ff_map.png
Other sequential cells in the stronger grey, the rest of the logic in the fainter grey.
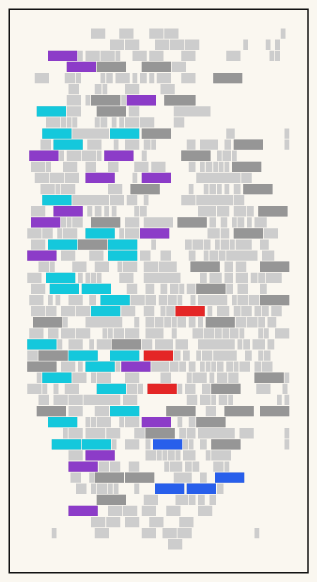
clock_nets.png
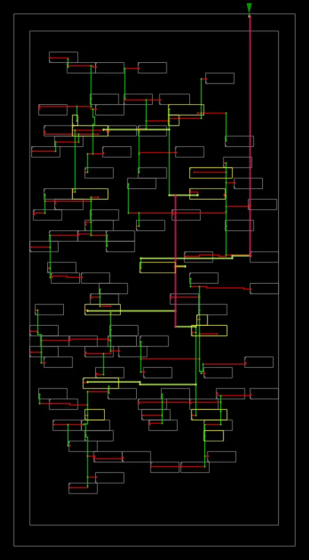
pinout.png
Pins as bars across the die edge, other pins in grey.
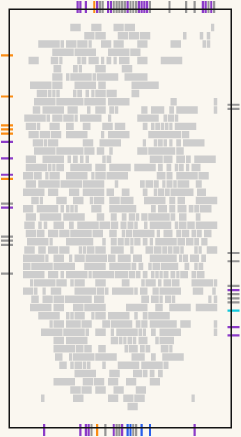
layers.png
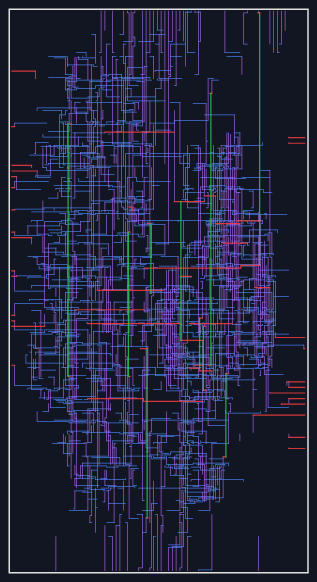
`src/rtl/assemble_i_data.sv`:
```
// Rebuilds complex FFT input samples from a UART RX byte stream.
// Optional checksum byte per sample: define ASSEMBLE_I_CHKSUM_EN.
module assemble_i_data #(
  parameter int bit_width   = 28,
  parameter int N_POINT     = 16,
  parameter int TIMEOUT_CYC = 52070
) (
  input  logic                       clk,
  input  logic                       rst,
  input  logic [7:0]                 rx_data,
  input  logic                       rx_valid,
  input  logic                       ready_i,
  output logic [bit_width-1:0]       data_re_o,
  output logic [bit_width-1:0]       data_im_o,
  output logic                       valid_o,
  output logic [$clog2(N_POINT)-1:0] sample_idx_o,
  output logic                       done_o,
  output logic                       timeout_o,
`ifdef ASSEMBLE_I_CHKSUM_EN
  output logic                       chk_err_o,
`endif
  output logic                       overflow_o
);

  localparam int IW = $clog2(N_POINT);
  localparam int TW = $clog2(TIMEOUT_CYC);
`ifdef ASSEMBLE_I_CHKSUM_EN
  localparam int NB = 5;
`else
  localparam int NB = 4;
`endif
  localparam logic [TW-1:0] TLAST = TW'(TIMEOUT_CYC - 1);
  localparam logic [IW-1:0] ILAST = IW'(N_POINT - 1);
  localparam logic [2:0]    PLAST = 3'(NB - 1);

  typedef enum logic [1:0] {
    IDLE,
    COLLECT,
    EMIT,
    DONE
  } state_t;

  state_t               state_q, state_d;
  logic [2:0]           ptr_q, ptr_d;
  logic [3:0][7:0]      bytes_q, bytes_d;
  logic [TW-1:0]        tcnt_q, tcnt_d;
  logic [IW-1:0]        idx_q, idx_d;
  logic [bit_width-1:0] re_q, re_d;
  logic [bit_width-1:0] im_q, im_d;
  logic                 valid_q, valid_d;
  logic                 done_q, done_d;
  logic                 tout_q, tout_d;
  logic                 ovf_q, ovf_d;
  logic                 chk_q, chk_d;
  logic                 chk_ok;

  // 24-bit word {hi, lo, 8'h00} sign-extended from bit 23
  function automatic logic [bit_width-1:0] ext(
    input logic [7:0] hi,
    input logic [7:0] lo
  );
    logic [23:0] w;
    w = {hi, lo, 8'h00};
    return {{(bit_width-23){w[23]}}, w[22:0]};
  endfunction

`ifdef ASSEMBLE_I_CHKSUM_EN
  assign chk_ok = (rx_data ==
    (bytes_q[0] ^ bytes_q[1] ^ bytes_q[2] ^ bytes_q[3]));
`else
  assign chk_ok = 1'b1;
`endif

  always_comb begin
    state_d = state_q;
    ptr_d   = ptr_q;
    bytes_d = bytes_q;
    tcnt_d  = tcnt_q;
    idx_d   = idx_q;
    re_d    = re_q;
    im_d    = im_q;
    valid_d = valid_q;
    done_d  = 1'b0;
    tout_d  = 1'b0;
    ovf_d   = ovf_q;
    chk_d   = 1'b0;
    unique case (state_q)
      IDLE: begin
        tcnt_d = '0;
        if (rx_valid) begin
          bytes_d[0] = rx_data;
          ptr_d      = 3'd1;
          state_d    = COLLECT;
        end
      end
      COLLECT: begin
        if (rx_valid) begin
          tcnt_d = '0;
          ptr_d  = ptr_q + 3'd1;
          if (ptr_q < 3'd4)
            bytes_d[ptr_q[1:0]] = rx_data;
          if (ptr_q == PLAST) begin
            ptr_d = '0;
            if (chk_ok) begin
              re_d    = ext(bytes_d[2], bytes_d[0]);
              im_d    = ext(bytes_d[3], bytes_d[1]);
              valid_d = 1'b1;
              state_d = EMIT;
            end else begin
              chk_d   = 1'b1;
              state_d = IDLE;
            end
          end
        end else if (tcnt_q == TLAST) begin
          tcnt_d  = '0;
          ptr_d   = '0;
          tout_d  = 1'b1;
          state_d = IDLE;
        end else begin
          tcnt_d = tcnt_q + 1'b1;
        end
      end
      EMIT: begin
        if (rx_valid)
          ovf_d = 1'b1;
        if (ready_i) begin
          valid_d = 1'b0;
          idx_d   = idx_q + 1'b1;
          if (idx_q == ILAST) begin
            done_d  = 1'b1;
            state_d = DONE;
          end else begin
            state_d = IDLE;
          end
        end
      end
      DONE: begin
        if (rx_valid)
          ovf_d = 1'b1;
        idx_d   = '0;
        state_d = IDLE;
      end
    endcase
  end

  always_ff @(posedge clk) begin
    if (rst) begin
      state_q <= IDLE;
      ptr_q   <= '0;
      bytes_q <= '0;
      tcnt_q  <= '0;
      idx_q   <= '0;
      re_q    <= '0;
      im_q    <= '0;
      valid_q <= 1'b0;
      done_q  <= 1'b0;
      tout_q  <= 1'b0;
      ovf_q   <= 1'b0;
      chk_q   <= 1'b0;
    end else begin
      state_q <= state_d;
      ptr_q   <= ptr_d;
      bytes_q <= bytes_d;
      tcnt_q  <= tcnt_d;
      idx_q   <= idx_d;
      re_q    <= re_d;
      im_q    <= im_d;
      valid_q <= valid_d;
      done_q  <= done_d;
      tout_q  <= tout_d;
      ovf_q   <= ovf_d;
      chk_q   <= chk_d;
    end
  end

  assign data_re_o    = re_q;
  assign data_im_o    = im_q;
  assign valid_o      = valid_q;
  assign sample_idx_o = idx_q;
  assign done_o       = done_q;
  assign timeout_o    = tout_q;
  assign overflow_o   = ovf_q;
`ifdef ASSEMBLE_I_CHKSUM_EN
  assign chk_err_o    = chk_q;
`else
  logic unused_chk;
  assign unused_chk   = chk_q ^ chk_ok;
`endif

endmodule
```
`config.mk`:
```
export PLATFORM = sky130hd
export DESIGN_NAME = assemble_i_data
export DESIGN_NICKNAME = d
export VERILOG_FILES = /design/src/rtl/assemble_i_data.sv
export SDC_FILE = /design/constraint.sdc
export NUM_CORES = 1
export LEC_CHECK = 0
export CAP_MARGIN = 20
export CORE_ASPECT_RATIO = 2
export CORE_MARGIN = 4
export CORE_UTILIZATION = 46
export DETAILED_ROUTE_END_ITERATION = 12
export GPL_ROUTABILITY_DRIVEN = 0
export PLACE_DENSITY = 0.77
export SETUP_SLACK_MARGIN = 0.05
export SYNTH_ARGS = -nofsm -noshare
export SYNTH_HDL_FRONTEND = slang
export SYNTH_SLANG_ARGS = --single-unit
```
`constraint.sdc`:
```
create_clock -name clk -period 2.2 [get_ports clk]
set_clock_uncertainty 0.2 [all_clocks]
set_input_delay 0.22 -clock clk [delete_from_list [all_inputs] [get_ports clk]]
set_output_delay 0.22 -clock clk [all_outputs]
set_load 0.01 [all_outputs]
```
==> results.txt <==
Observations from the implementation run.

Status:
- The run finished with clean final reports.

Route:
- The violation tally recorded at the end of detailed-routing iteration 0 is ~180.
- The run gives the length of routed met2 wiring as about 5000 um.
- After detailed routing, no signal wire sits above met4.
- The run puts the number of DRC violations after detailed routing at 0.

Final layout:
- The run puts the post-layout net count at 512.
- The run puts the sequential cell area in the final layout at 0.00170 mm^2.
- Per the cell usage report, the commonest logic cell in the layout is sky130_fd_sc_hd__dfxtp_1.

Floorplan:
- The run puts the placeable core area at approximately 0.0082 mm^2.
- The run puts the pre-placement core utilization at a little under half.
- The run gives the site row count as 47.
- The run gives the I/O pin count as 76.
- The run gives the width of the chip as between 70 and 80 um.

Final timing:
- The run puts the clock period minus worst slack at slightly above 2000 ps.
- Setup repair after global routing could not meet its margin everywhere.
- After layout, the worst setup slack is around 140 ps.
- The run gives the final-report setup violation count as 0.
- The run gives the maximum achievable frequency as between 400 and 500 MHz.

Power:
- The run gives the leakage power as 1.70 nW.
- The run puts the switching component of the power at about 0.73 mW.

Placement:
- The run gives the worst-case setup slack after placement as approximately 95 ps.

Synthesis:
- The commonest register cell is sky130_fd_sc_hd__dfxtp_1.
- The netlist uses about 40 different library cells.
- The cell count after synthesis came out at ~440.
- The run gives the number of standard cells reported by yosys as between 400 and 500.
- By count the netlist is led by 85 x sky130_fd_sc_hd__dfxtp_1, 69 x sky130_fd_sc_hd__nor2_1, 50 x sky130_fd_sc_hd__mux2i_1.
- The mapped netlist covers 0.00387 mm^2.

Clock tree:
- The run gives the CTS H-tree depth as 3.
- The run gives the insertion delay of the later-clocked pin in the worst-skew pair as 330 ps.
- For reference, the clock transition at the flip-flops on the worst setup and hold paths is 60 ps.
- The run gives the TritonCTS clock tree as built.

Global route:
- The run puts the largest net degree at the start of global routing at between 70 and 80.
- The run puts the met1 track demand over resource in global routing at about a fifth.
- The first global-routing pass estimated approximately 15,000 um of wire.
- The global router reports that the layer with the highest usage is met2.
- The run puts the global-route congestion overflow total at 0.
- Summed over all routing layers, the global router reports a total usage of a little under a fifth.
- The number of global-route vias before repair was 3,185.
- The run gives the met2 usage as 34.3%.

Worst setup path:
- STA reports a reg2reg setup slack of 140 ps.
- Tracing the worst setup path back leads to its startpoint at tcnt_q[7]$_SDFFE_PP0P_.
- The worst setup path is captured at a flop.
- The worst setup path is of the reg2reg kind.
- The run gives the sort of element at the start of the critical path as a flop.

Hold path:
- The run gives the start point of the worst min-delay path as rst.
- The run gives the end point of the worst hold path as tcnt_q[12]$_SDFFE_PP0P_.
Notes on ff_map.png above:
data_re_o -> purple  # placed flops 16
sample_idx_o -> blue  # placed flops 4, where bottom middle
bytes_q -> cyan  # placed flops 24
ptr_q -> red  # placed flops 3
not coloured = 38
Seq group: 1.57 mW
final core occ: 58.7%

Notes on clock_nets.png above:
clock sink count: 85
final-layout clock buffer total: 12

Notes on pinout.png above:
data_re_o -> purple  # pins 28, direction output, edge 14 top, 7 bottom, 4 left, 3 right
sample_idx_o -> blue  # pins 4, direction output, edge bottom
rx_data -> orange  # pins 8, direction input, edge 6 left, 1 bottom, 1 top
done_o -> cyan  # pins 1, direction output, edge right
all pins by edge = 31 top, 18 bottom, 15 left, 12 right

Notes on layers.png above:
M2 -> purple  # wire length 5,030 um
M4 -> green  # wire length 367 um
M3 -> red  # wire length 298 um
M1 -> blue  # wire length 3,420 um

[logic make-up after synthesis]
kind of cell | after synthesis | synth area share [%]
buffers and inverters | 61 | 8.60
AOI/OAI and AO/OA | 73 | 12.1
DFF | 85 | 44.0
other | 1 | 0.0969
xor gates and xnor gates | 3 | 0.679
and+or+nand+nor | 160 | 19.4
muxes | 50 | 12.9
adders and majority gates | 7 | 2.26
[cell type report]
type / instances / share of cell area, %
repair buffers: 79 / 15.7
clock buffers: 12 / 5.31
flip-flops and latches: 85 / 35.2
multi-input cells: 309 / 39.6
inverters: 9 / 0.699
clock inverters: 3 / 0.932
well taps: 98 / 2.54
[power groups by stage]
stage / Combinational [mW] / Sequential, mW / Clock [mW]
floorplan: 0.175 / 1.60 / 0
global placement: 0.229 / 1.61 / 0
detailed placement: 0.233 / 1.61 / 0
CTS: 0.237 / 1.57 / 1.54
global route: 0.260 / 1.57 / 1.61
finish: 0.237 / 1.57 / 1.51
[worst max-delay path: stages (launching register included)]
cell	delay, ps
sky130_fd_sc_hd__dfxtp_1	320
sky130_fd_sc_hd__or3_4	400
sky130_fd_sc_hd__nor4_4	390
sky130_fd_sc_hd__buf_4	190
sky130_fd_sc_hd__nor3_4	70
sky130_fd_sc_hd__o31ai_1	240
sky130_fd_sc_hd__a21oi_1	90
[timing repair]
item                                   in CTS  in global routing
endpoints found under the hold margin       0                  0
pin swaps                                   0                  3
hold buffers                                0                  0
setup endpoints to repair                   1                 11
resized                                     1                  3
buffers inserted                            0                  1
[flip-flops by register name (all words and copies together) (netlist names), 2 cells and up]
name / cells
data_re_o: 16
sample_idx_o: 4
bytes_q: 24
ptr_q: 3
tcnt_q: 16
data_im_o: 16
state_q: 2
Power and IR drop assume default switching activity.
